[src/rtl/vga_fb_arbiter_pkg.sv]
`default_nettype none
// vga_fb_arbiter_pkg: read-FSM state encoding and default widths shared with the VGA scan-out.
// Rev 1.0
package vga_fb_arbiter_pkg;

  localparam int VGA_FB_ADDR_W     = 19;
  localparam int VGA_FB_DATA_W     = 16;
  localparam int VGA_FB_WBUF_DEPTH = 4;

  typedef enum logic [1:0] {
    IDLE    = 2'd0,
    RD_PEND = 2'd1,
    RD_DATA = 2'd2
  } rd_state_t;

endpackage
`default_nettype wire

[src/rtl/vga_fb_wbuf.sv]
`default_nettype none
// vga_fb_wbuf: posted-write FIFO with registered empty/full flags and an occupancy count.
// Rev 1.0
module vga_fb_wbuf #(
  parameter int WIDTH = 39,
  parameter int DEPTH = 4
) (
  input  logic                     clk,
  input  logic                     rst,
  input  logic                     push,
  input  logic [WIDTH-1:0]         push_data,
  input  logic                     pop,
  output logic [WIDTH-1:0]         head,
  output logic                     empty,
  output logic                     full,
  output logic [$clog2(DEPTH):0]   level
);

  localparam int PTR_W = $clog2(DEPTH);
  localparam int LVL_W = PTR_W + 1;

  logic [WIDTH-1:0] store [DEPTH];
  logic [PTR_W-1:0] wr_ptr;
  logic [PTR_W-1:0] rd_ptr;
  logic [LVL_W-1:0] level_nxt;
  logic             do_push;
  logic             do_pop;

  // Guarded here too so a caller bug can never corrupt the pointers.
  assign do_push = push & ~full;
  assign do_pop  = pop & ~empty;
  assign head    = store[rd_ptr];

  always_comb begin
    level_nxt = level;
    case ({do_push, do_pop})
      2'b10:   level_nxt = level + 1'b1;
      2'b01:   level_nxt = level - 1'b1;
      default: level_nxt = level;
    endcase
  end

  always_ff @(posedge clk or negedge rst) begin
    if (!rst) begin
      wr_ptr <= '0;
      rd_ptr <= '0;
      level  <= '0;
      empty  <= 1'b1;
      full   <= 1'b0;
    end else begin
      if (do_push) wr_ptr <= wr_ptr + 1'b1;
      if (do_pop)  rd_ptr <= rd_ptr + 1'b1;
      level <= level_nxt;
      empty <= (level_nxt == '0);
      full  <= (level_nxt == LVL_W'(DEPTH));
    end
  end

  always_ff @(posedge clk) begin
    if (do_push) store[wr_ptr] <= push_data;
  end

endmodule
`default_nettype wire

[src/rtl/vga_fb_arbiter.sv]
`default_nettype none
// vga_fb_arbiter: single-port framebuffer arbiter, VGA fetch > CPU read > posted-write drain.
// Rev 1.0. Define VGA_FB_ARB_STATS_EN to add the saturating stat_stall counter port.
module vga_fb_arbiter
  import vga_fb_arbiter_pkg::*;
#(
  parameter int ADDR_W     = VGA_FB_ADDR_W,
  parameter int DATA_W     = VGA_FB_DATA_W,
  parameter int WBUF_DEPTH = VGA_FB_WBUF_DEPTH
) (
  input  logic                          clk,
  input  logic                          rst,
  input  logic                          vga_req,
  input  logic [ADDR_W-1:0]             vga_addr,
  output logic [DATA_W-1:0]             vga_rdata,
  output logic                          vga_rvalid,
  input  logic                          cpu_valid,
  input  logic [ADDR_W-1:0]             cpu_addr,
  input  logic [DATA_W-1:0]             cpu_wdata,
  input  logic [DATA_W/8-1:0]           cpu_wstrb,
  output logic                          cpu_ready,
  output logic [DATA_W-1:0]             cpu_rdata,
  output logic                          mem_en,
  output logic [DATA_W/8-1:0]           mem_wstrb,
  output logic [ADDR_W-1:0]             mem_addr,
  output logic [DATA_W-1:0]             mem_wdata,
  input  logic [DATA_W-1:0]             mem_rdata,
  output logic [$clog2(WBUF_DEPTH):0]   wbuf_level
`ifdef VGA_FB_ARB_STATS_EN
  ,
  output logic [15:0]                   stat_stall
`endif
);

  localparam int STRB_W = DATA_W / 8;
  localparam int ENT_W  = ADDR_W + DATA_W + STRB_W;

  rd_state_t          state;
  rd_state_t          state_nxt;
  logic               wr_req;
  logic               rd_req;
  logic               rd_issue;
  logic               push;
  logic               pop;
  logic               wb_empty;
  logic               wb_full;
  logic [ENT_W-1:0]   wb_head;
  logic [ADDR_W-1:0]  head_addr;
  logic [DATA_W-1:0]  head_wdata;
  logic [STRB_W-1:0]  head_wstrb;
  logic               vga_p1;

  assign wr_req = cpu_valid & (|cpu_wstrb);
  assign rd_req = cpu_valid & ~(|cpu_wstrb);
  assign {head_addr, head_wdata, head_wstrb} = wb_head;

  vga_fb_wbuf #(
    .WIDTH (ENT_W),
    .DEPTH (WBUF_DEPTH)
  ) u_wbuf (
    .clk       (clk),
    .rst       (rst),
    .push      (push),
    .push_data ({cpu_addr, cpu_wdata, cpu_wstrb}),
    .pop       (pop),
    .head      (wb_head),
    .empty     (wb_empty),
    .full      (wb_full),
    .level     (wbuf_level)
  );

  always_ff @(posedge clk or negedge rst) begin
    if (!rst) state <= IDLE;
    else      state <= state_nxt;
  end

  always_comb begin
    state_nxt = state;
    rd_issue  = 1'b0;
    push      = 1'b0;
    pop       = 1'b0;
    cpu_ready = 1'b0;
    cpu_rdata = '0;
    mem_en    = 1'b0;
    mem_wstrb = '0;
    mem_addr  = '0;
    mem_wdata = '0;

    case (state)
      IDLE: begin
        if (rd_req) begin
          state_nxt = RD_PEND;
        end else if (wr_req && !wb_full) begin
          push      = 1'b1;
          cpu_ready = 1'b1;
        end
      end
      RD_PEND: begin
        // Waiting for an empty buffer is what gives read-after-write ordering.
        if (wb_empty && !vga_req) begin
          rd_issue  = 1'b1;
          state_nxt = RD_DATA;
        end
      end
      RD_DATA: begin
        cpu_ready = 1'b1;
        cpu_rdata = mem_rdata;
        state_nxt = IDLE;
      end
      default: state_nxt = IDLE;
    endcase

    if (vga_req) begin
      mem_en   = 1'b1;
      mem_addr = vga_addr;
    end else if (rd_issue) begin
      mem_en   = 1'b1;
      mem_addr = cpu_addr;
    end else if (!wb_empty) begin
      pop       = 1'b1;
      mem_en    = 1'b1;
      mem_addr  = head_addr;
      mem_wdata = head_wdata;
      mem_wstrb = head_wstrb;
    end

    // Outputs are forced quiet while reset is held, even with live requests.
    if (!rst) begin
      push      = 1'b0;
      pop       = 1'b0;
      cpu_ready = 1'b0;
      cpu_rdata = '0;
      mem_en    = 1'b0;
      mem_wstrb = '0;
      mem_addr  = '0;
      mem_wdata = '0;
    end
  end

  always_ff @(posedge clk or negedge rst) begin
    if (!rst) begin
      vga_p1     <= 1'b0;
      vga_rvalid <= 1'b0;
      vga_rdata  <= '0;
    end else begin
      vga_p1     <= vga_req;
      vga_rvalid <= vga_p1;
      if (vga_p1) vga_rdata <= mem_rdata;
    end
  end

`ifdef VGA_FB_ARB_STATS_EN
  logic stall_evt;

  assign stall_evt = vga_req & ((state == RD_PEND) | ~wb_empty);

  always_ff @(posedge clk or negedge rst) begin
    if (!rst) begin
      stat_stall <= '0;
    end else if (stall_evt && (stat_stall != 16'hFFFF)) begin
      stat_stall <= stat_stall + 16'd1;
    end
  end
`endif

endmodule
`default_nettype wire
[config.mk]
export PLATFORM = sky130hd
export DESIGN_NAME = vga_fb_arbiter
export DESIGN_NICKNAME = d
export VERILOG_FILES = /design/src/rtl/vga_fb_arbiter_pkg.sv /design/src/rtl/vga_fb_wbuf.sv /design/src/rtl/vga_fb_arbiter.sv
export SDC_FILE = /design/constraint.sdc
export NUM_CORES = 1
export LEC_CHECK = 0
export CORE_ASPECT_RATIO = 2
export CORE_MARGIN = 2
export CORE_UTILIZATION = 51
export CTS_CLUSTER_DIAMETER = 30
export DETAILED_ROUTE_END_ITERATION = 8
export PLACE_DENSITY = 0.84
export SYNTH_ARGS = -nofsm -noshare
export SYNTH_HDL_FRONTEND = slang
export SYNTH_SLANG_ARGS = --single-unit
export TNS_END_PERCENT = 5
[constraint.sdc]
create_clock -name clk -period 2.55 [get_ports clk]
set_input_delay 0.51 -clock clk [delete_from_list [all_inputs] [get_ports clk]]
set_output_delay 0.51 -clock clk [all_outputs]
set_load 0.03 [all_outputs]
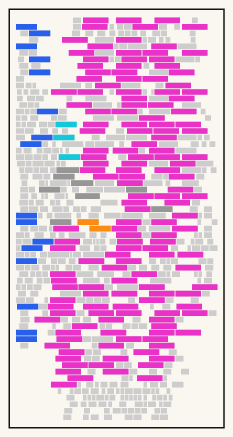
(images/registers.png)
Other sequential cells in the stronger grey, the rest of the logic in the fainter grey.
[vga_rdata] blue | sequential cells: 16
[u_wbuf.store] magenta | sequential cells: 148
[u_wbuf.level] cyan | sequential cells: 3
[u_wbuf.wr_ptr] orange | sequential cells: 2
not coloured: 8

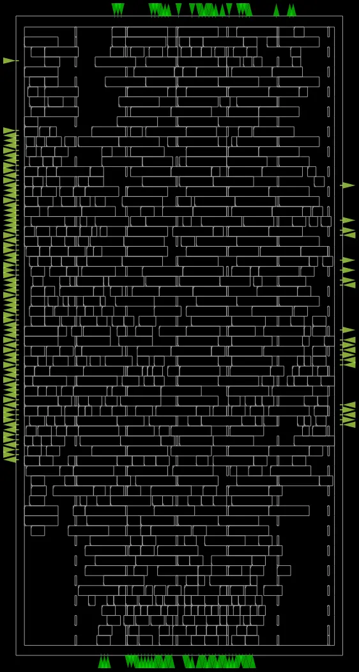
(images/final_placement.png)
Seq area share: 0.533
# fillers: 986
Layout Utilization: 0.680
Seq cells: 177

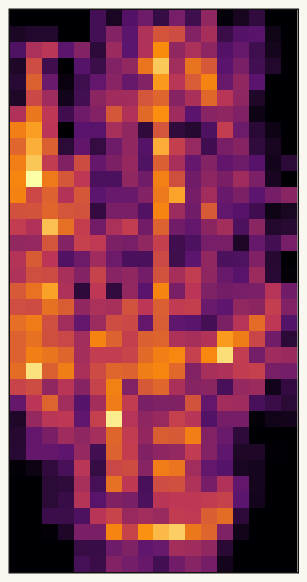
(images/wire_density.png)
The die is cut into 18 by 35 equal tiles; black is low, pale yellow is high, scaled to the fullest tile. Values are wire area over tile area, all layers added.
densest ninth of the die: left middle
fullest tile: 0.48
tiles over half the peak: 28%
nearly empty tiles: 11%

==> summary.txt <==
fresh numbers from the pnr run: wl on met1 about 6000 um, vias in the first global route around 4,800, mi-comb count 222, metal2 WL just over 9000 um, Root Driver clkbuf_16, clock network power share 0.270, run status complete, no violations, clk pwr 2.37 mW, # clock sinks roughly 180, Crit Path Class reg -> out, Critical Path RT 2.04 ns, Total Power 8.78 mW, pre-CTS setup slack -0.0752 ns, Max Freq 0.405 GHz, Post-Route Skew 0.00982 ns, GRT Resource Usage Total 0.220, startpoint types register, Max transition margin 0.477, area fraction in compound gates 0.0756, Async SR Flop Fraction 0.164, Unique cell types approximately 40, ratio of cells with drive above 1 in the final layout 0.302, # Taps 192, pwr dens about 900 nW/um2, core region area 14,300 um2, Synth area leader edfxtp_1, htree depth 4, yosys cell count around 430, initial DRC count between 300 and 400
## kinds of logic (layout without fill, tap and decap cells)
group | after synthesis | count (layout)
adder cells (fa/ha/maj) | 6 | 6
AND/OR/NAND/NOR | 54 | 54
flip-flops | 177 | 177
multiplexers | 74 | 74
buffers and inverters | 31 | 211
XOR/XNOR | 5 | 5
AND-OR/OR-AND | 83 | 83
## registers in the layout, summed over array words and instances, names as in the netlist
signal	count
vga_rvalid	1
u_wbuf.store	148
u_wbuf.empty	1
u_wbuf.level	3
u_wbuf.full	1
u_wbuf.rd_ptr	2
state	2
vga_p1	1
u_wbuf.wr_ptr	2
vga_rdata	16
## timing repair
item                       CTS  global route
gates resized                4             4
pin swaps                    0             0
setup buffers                0             0
setup endpoints to repair   20             4
No activity file was given, so power comes from the tool's default toggle rates.
